<file path="config.mk">
export PLATFORM = sky130hd
export DESIGN_NAME = pcf8575_keypad_scan
export DESIGN_NICKNAME = d
export VERILOG_FILES = /design/src/rtl/pcf8575_pkg.sv /design/src/rtl/pcf8575_lowest_diff.sv /design/src/rtl/pcf8575_keypad_scan.sv
export SDC_FILE = /design/constraint.sdc
export NUM_CORES = 1
export LEC_CHECK = 0
export ABC_AREA = 1
export CAP_MARGIN = 0
export CELL_PAD_IN_SITES_DETAIL_PLACEMENT = 1
export CELL_PAD_IN_SITES_GLOBAL_PLACEMENT = 1
export CORE_ASPECT_RATIO = 1.1
export CORE_UTILIZATION = 41
export DETAILED_ROUTE_END_ITERATION = 8
export GPL_TIMING_DRIVEN = 0
export PLACE_DENSITY = 0.92
export SYNTH_ARGS = -nofsm -noshare
export SYNTH_HDL_FRONTEND = slang
export SYNTH_HIERARCHICAL = 1
export SYNTH_SLANG_ARGS = --single-unit
</file>
<file path="constraint.sdc">
create_clock -name clk -period 4 [get_ports clk]
set_input_delay 0.4 -clock clk [delete_from_list [all_inputs] [get_ports clk]]
set_output_delay 0.4 -clock clk [all_outputs]
set_load 0.1 [all_outputs]
</file>
<file path="src/rtl/pcf8575_pkg.sv">
// rtl/pcf8575_pkg.sv - shared scan states, pin map and address nibble for the PCF8575 blocks
package pcf8575_pkg;

  typedef enum logic [2:0] {
    ST_IDLE,
    ST_DRIVE,
    ST_SETTLE,
    ST_SAMPLE,
    ST_COMPARE,
    ST_EMIT
  } scan_state_t;

  localparam int COL_LSB = 0;
  localparam int ROW_LSB = 8;

  localparam logic [3:0] PCF_ADDR_NIBBLE = 4'b0100;

  // Active-low column drive: only the selected column is pulled low.
  function automatic logic [3:0] col_drive(input logic [1:0] col);
    logic [3:0] pat;
    pat      = 4'hF;
    pat[col] = 1'b0;
    return pat;
  endfunction

endpackage

</file>
<file path="src/rtl/pcf8575_lowest_diff.sv">
// rtl/pcf8575_lowest_diff.sv - priority encoder for the lowest bit where candidate and key_state differ
module pcf8575_lowest_diff
  import pcf8575_pkg::*;
(
  input  logic [15:0] candidate,
  input  logic [15:0] key_state,
  output logic        found,
  output logic [3:0]  index
);

  logic [15:0] diff;

  assign diff = candidate ^ key_state;

  // Walk from the top so the lowest differing bit is the last one written.
  always_comb begin
    found = |diff;
    index = 4'd0;
    for (int i = 15; i >= 0; i--) begin
      if (diff[i]) index = 4'(i);
    end
  end

endmodule

</file>
<file path="src/rtl/pcf8575_keypad_scan.sv">
// rtl/pcf8575_keypad_scan.sv - 4x4 keypad scanner and debouncer behind a PCF8575 expander
module pcf8575_keypad_scan
  import pcf8575_pkg::*;
#(
  parameter int SETTLE_CYCLES  = 256,
  parameter int DEBOUNCE_SCANS = 4
) (
  input  logic        clk,
  input  logic        rst,
  input  logic        scan_en,
  input  logic [7:0]  aux_out,
  output logic [15:0] pcf_wdata,
  input  logic [15:0] pcf_rdata,
  output logic [15:0] key_state,
  output logic        key_valid,
  output logic [3:0]  key_code,
  output logic        key_press,
  output logic        scan_busy
);

  localparam int            SW          = (SETTLE_CYCLES > 1) ? $clog2(SETTLE_CYCLES) : 1;
  localparam logic [SW-1:0] SETTLE_LAST = SW'(SETTLE_CYCLES - 1);
  localparam logic [3:0]    DEB         = 4'(DEBOUNCE_SCANS);

  scan_state_t   state;
  logic [1:0]    col;
  logic [SW-1:0] settle_cnt;
  logic [15:0]   snapshot;
  logic [15:0]   candidate;
  logic [3:0]    stable_cnt;
  logic [3:0]    stable_next;
  logic          diff_found;
  logic [3:0]    diff_index;
  logic          drive_active;

  pcf8575_lowest_diff u_lowest_diff (
    .candidate (candidate),
    .key_state (key_state),
    .found     (diff_found),
    .index     (diff_index)
  );

  assign drive_active = (state == ST_DRIVE) || (state == ST_SETTLE) || (state == ST_SAMPLE);
  assign scan_busy    = (state != ST_IDLE);

  always_comb begin
    pcf_wdata                = 16'hFFFF;
    pcf_wdata[15:12]         = aux_out[7:4];
    pcf_wdata[7:4]           = aux_out[3:0];
    pcf_wdata[ROW_LSB +: 4]  = 4'hF;
    pcf_wdata[COL_LSB +: 4]  = drive_active ? col_drive(col) : 4'hF;
  end

  // Stability count after this scan's snapshot is folded into the candidate.
  always_comb begin
    if (snapshot != candidate)  stable_next = 4'd1;
    else if (stable_cnt >= DEB) stable_next = DEB;
    else                        stable_next = stable_cnt + 4'd1;
  end

  always_ff @(posedge clk) begin
    if (rst) begin
      state      <= ST_IDLE;
      col        <= 2'd0;
      settle_cnt <= '0;
      snapshot   <= 16'h0000;
      candidate  <= 16'h0000;
      stable_cnt <= 4'd0;
      key_state  <= 16'h0000;
      key_valid  <= 1'b0;
      key_code   <= 4'd0;
      key_press  <= 1'b0;
    end else begin
      key_valid <= 1'b0;
      unique case (state)
        ST_IDLE: begin
          if (scan_en) begin
            col   <= 2'd0;
            state <= ST_DRIVE;
          end
        end
        ST_DRIVE: begin
          settle_cnt <= '0;
          state      <= ST_SETTLE;
        end
        ST_SETTLE: begin
          if (settle_cnt == SETTLE_LAST) state <= ST_SAMPLE;
          else                           settle_cnt <= settle_cnt + SW'(1);
        end
        ST_SAMPLE: begin
          snapshot[{col, 2'b00} +: 4] <= ~pcf_rdata[ROW_LSB +: 4];
          if (col == 2'd3) begin
            state <= ST_COMPARE;
          end else begin
            col   <= col + 2'd1;
            state <= ST_DRIVE;
          end
        end
        ST_COMPARE: begin
          candidate  <= snapshot;
          stable_cnt <= stable_next;
          if (stable_next == DEB && snapshot != key_state) begin
            state <= ST_EMIT;
          end else begin
            col   <= 2'd0;
            state <= scan_en ? ST_DRIVE : ST_IDLE;
          end
        end
        ST_EMIT: begin
          if (diff_found) begin
            key_valid             <= 1'b1;
            key_code              <= diff_index;
            key_press             <= candidate[diff_index];
            key_state[diff_index] <= candidate[diff_index];
          end else begin
            col   <= 2'd0;
            state <= scan_en ? ST_DRIVE : ST_IDLE;
          end
        end
        default: state <= ST_IDLE;
      endcase
    end
  end

endmodule
</file>
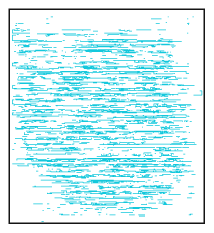
(met1 routing)
Scale: 2 px per µm.
nets with wire on the layer	627
main direction	horizontal
total vias in the final route: 4196
met1 routing resource usage after global routing: 0.278
Routed Wire Length: 13100 µm

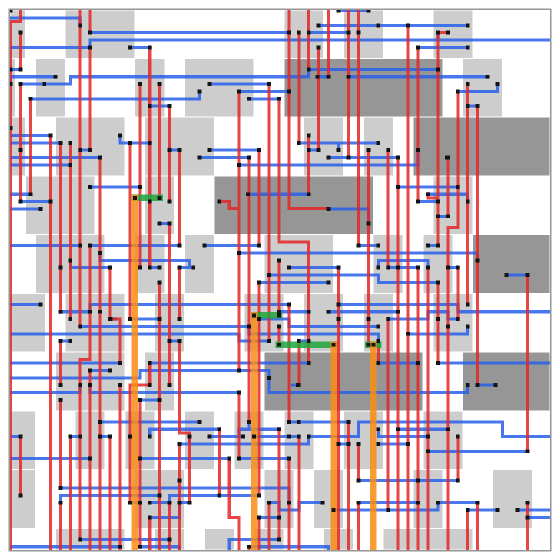
(close-up of the layout)
Window x 60 to 85, y 67 to 92 µm. Cells in grey, sequential cells in the stronger grey; small squares are vias.
layer	colour
met1	blue
met2	red
met4	orange
met3	green
most frequent	nand2_1 (10), nor2_1 (7), xnor2_1 (7)
netlist names of flops here include	`key_state` (5)
sequential cells in the window	5
cells with their middle in the window	49

==> qor.log <==
INFO  setup_path     worstPathMaxFanout=10
INFO  routing        route.layer.met1.wl=5450µm
INFO  timing         final.min_clock_period=3190ps
INFO  cts            cts-root-to-sink-buffers=2
INFO  setup_path     r2r_end=key_state[13]$_SDFFE_PP0P_
INFO  setup_path     timing.critical_path.from_type=register
INFO  cells_and_area largest_class=combinational gates
INFO  timing         finalSetupViolCount=0
INFO  logic_synthesis postSynth.asyncResetShare=0
INFO  routing        met2WireLength=6790µm
INFO  cells_and_area area_share_clock_buf_inv=0.0471
INFO  cells_and_area finish.utilization=0.510
INFO  routing        met3WireLength=510µm
INFO  die            chipArea=0.0103mm²
INFO  global_routing grt_antenna_before_repair=0
INFO  cells_and_area inverters=77
INFO  global_routing top_usage_layer=met2
INFO  cells_and_area antenna_cells_inserted=0
INFO  cells_and_area seqAreaFraction=0.294
INFO  cells_and_area layout_top_registers=candidate (16), key_state (16), snapshot (16)
INFO  job            stage_log_warnings=43
INFO  cts            cts_buffers=9
INFO  logic_synthesis synth_stat.cells=602
INFO  logic_synthesis synthFlopType=sky130_fd_sc_hd__dfxtp_1
INFO  routing        detail-route-antenna-nets=0
INFO  timing         fin_worst_skew=10.8ps
INFO  setup_path     critical_path.endpoint=key_state[13]$_SDFFE_PP0P_
INFO  cts            cts_tree=built
INFO  global_routing met2_usage=0.477
INFO  setup_path     r2r_start=candidate[15]$_SDFFE_PP0N_
INFO  cells_and_area signal_buffers=65
INFO  die            initial_core_util=0.427
INFO  logic_synthesis postSynthRegisterBits=71
INFO  setup_path     cp.arrival=3470ps
INFO  die            std_cell_rows=37
INFO  cells_and_area comb_cells=432
INFO  cts            holdBufCountCts=0
INFO  cells_and_area final-comb-area=0.00220mm²
INFO  die            die_h=106µm
INFO  logic_synthesis synth_chip_area=0.00405mm²
INFO  setup_path     worst-r2r-setup-slack=810ps
INFO  setup_path     cell_mode_on_critical_path=sky130_fd_sc_hd__nand2_1
INFO  logic_synthesis postSynthSeqShare=0.351
INFO  setup_path     crit_path_top_delay_cell=sky130_fd_sc_hd__dfxtp_1
INFO  timing         min_period_over_period=0.798
INFO  logic_synthesis mappedNetlistArea=0.00405mm²
INFO  worst_hold_path worstHoldEndpoint=stable_cnt[3]$_SDFFE_PP0N_
INFO  placed_design  placedInstanceArea=0.00461mm²
INFO  cts            clock-sinks=71
INFO  worst_hold_path hold_path.startpoint=stable_cnt[3]$_SDFFE_PP0N_
INFO  power          vdd_ir_drop_max=0.258mV
INFO  timing         tightest_slew=1180ps
INFO  setup_path     timing.critical_path.required=4280ps
INFO  global_routing grt_pass1_vias=4453
INFO  cells_and_area ff_latch_area=0.00142mm²
INFO  logic_synthesis ys.warnings.count=6
INFO  setup_path     critical_path_depth=25
INFO  timing         timing.hold.ws=467ps
INFO  status         run_status=finished clean
INFO  cts            htree_levels=3
INFO  timing         report.final.hold_viol_count=0
INFO  cts            clock_latency=350ps
INFO  die            core_area=0.00949mm²
INFO  logic_synthesis synth_top_area_share=0.351
INFO  global_routing grt_start_max_net_pins=15
INFO  routing        detail_route.iter0.violations=143
INFO  cells_and_area layout_top_cells_excl_fill_tap=153 x sky130_fd_sc_hd__nand2_1, 78 x sky130_fd_sc_hd__nor2_1, 71 x sky130_fd_sc_hd__dfxtp_1, 66 x sky130_fd_sc_hd__inv_1, 50 x sky130_fd_sc_hd__a21oi_1
INFO  routing        wl_per_cell=16.8µm
INFO  placed_design  placed_cells_incl_taps=762
INFO  global_routing gr-usage-met3=0.0473
INFO  cells_and_area finish.net_count=691
INFO  setup_path     critical-path-top-delay-family=simple AND/OR/NAND/NOR gates
INFO  cts            cts_root_buf=sky130_fd_sc_hd__clkbuf_8
INFO  timing         slew_headroom=0.206
INFO  logic_synthesis post_synth_inst_count=602
INFO  setup_path     crit_type=register to register
INFO  logic_synthesis area_leaders=sky130_fd_sc_hd__dfxtp_1 35%, sky130_fd_sc_hd__nand2_1 14%, sky130_fd_sc_hd__nor2_1 7.2%
INFO  die            die_w=96.8µm
INFO  cells_and_area finish.instance_area=0.00484mm²
INFO  global_routing global_route.overflow_total=0
INFO  routing        route.detailed.vias_per_inst=5.39
INFO  routing        dr.max_layer_used=met4
INFO  cells_and_area finish.cell_count_without_fillers=778
INFO  logic_synthesis synth.most_common_cell=sky130_fd_sc_hd__nand2_1
INFO  cts            clk_pin_slew=90ps
INFO  timing         fin_setup_tns=0ps
INFO  setup_path     worstSetupEndpointType=register
INFO  timing         maxClockFrequency=313MHz
INFO  routing        drt-pass1-iter-count=4
INFO  setup_path     critical_path.startpoint=candidate[15]$_SDFFE_PP0N_
INFO  cells_and_area fillers=1270
INFO  cts            post-cts-setup-buffers=0
INFO  logic_synthesis syn_area_per_cell=6.73µm²
INFO  setup_path     worstRegToRegCells=25
INFO  setup_path     cp.buffers_inverters=2
INFO  global_routing gr-usage-all-layers=0.256
INFO  power          power-per-cell-area=369mW/mm²
INFO  placed_design  port-buffer-count=40
INFO  die            number_of_tap_cells_added_at_floorplan=117
INFO  cts            ctsResizeCount=0
INFO  logic_synthesis enable_flop_cells=0
INFO  routing        drt_drc_violations_left=0
INFO  job            max-cap-violations=0
INFO  setup_path     critical-path-max-stage-delay=470ps
INFO  logic_synthesis yosysUniqueCellTypes=36
INFO  timing         worst_setup_margin=808ps
INFO  cells_and_area drive_gt1_frac=0.0893
INFO  worst_hold_path worst_hold_path.num_cells=2
INFO  power          leakage=2.04nW
INFO  cells_and_area syn2layout_area_growth=19.4%
INFO  cells_and_area bufAreaShareNonClock=0.114
INFO  global_routing first_pass_grt_wire_length=21000µm
INFO  placed_design  post_detail_place_hpwl=9900µm
INFO  placed_design  dpl_worst_slack=1030ps
INFO  logic_synthesis top_area_cell=sky130_fd_sc_hd__dfxtp_1
INFO  power          power=0.00178W
INFO  cells_and_area num-clock-buffers=9
INFO  placed_design  globalplace.congestion=0.851
INFO  cells_and_area seq_cell_count=71
INFO  logic_synthesis yosys-top-cells-count=153 x sky130_fd_sc_hd__nand2_1, 78 x sky130_fd_sc_hd__nor2_1, 71 x sky130_fd_sc_hd__dfxtp_1
INFO  die            pin_count=66
INFO  timing         rsz0062_at_grt=false
INFO  timing         drv_slew=0
INFO  worst_hold_path min-delay-path-class=register to register
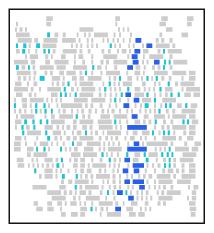
(logic cells by family)
Scale: 2 px per µm.
family	colour	cells
NOR gates	cyan	90
XOR/XNOR gates	blue	24
multi-input gate share of total cell area: 0.455
most common logic cell in the routed design: sky130_fd_sc_hd__nand2_1

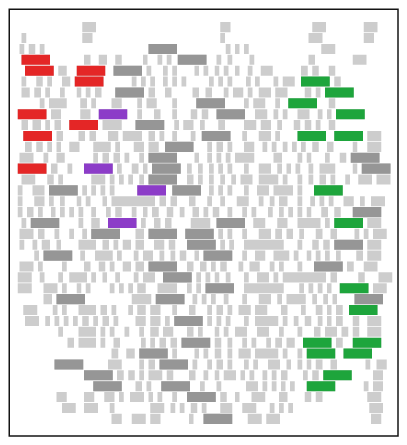
(where the registers sit)
Scale: 4 px per µm. Other sequential cells in the stronger grey, the rest of the logic in the fainter grey.
name in the netlist	colour	flops
`stable_cnt`	purple	4
`settle_cnt`	red	8
`key_state`	green	16
not coloured	43

==> logic make-up (layout without fill, tap and decap cells) <==
family / count (synthesis) / count (layout) / share of synthesized area
flops: 71 / 71 / 0.351
compound gates: 137 / 137 / 0.196
other cells: 1 / 4 / 0.000925
fa+ha+maj: 8 / 8 / 0.0247
buf+inv: 102 / 158 / 0.109
xor+xnor: 24 / 24 / 0.0648
simple gates: 259 / 259 / 0.254
==> where the power goes <==
group / internal [W] / total, W / switching [W]
clock: 0.000360 / 0.000679 / 0.000319
sequential: 0.000723 / 0.000743 / 0.0000198
combinational: 0.0000934 / 0.000362 / 0.000269
==> tightest hold or removal path: stages (launching register included) <==
cell and delay, ps:
sky130_fd_sc_hd__dfxtp_1 330, sky130_fd_sc_hd__nand2_1 60, sky130_fd_sc_hd__nor2_1 40
No activity file was given, so power comes from the tool's default toggle rates.
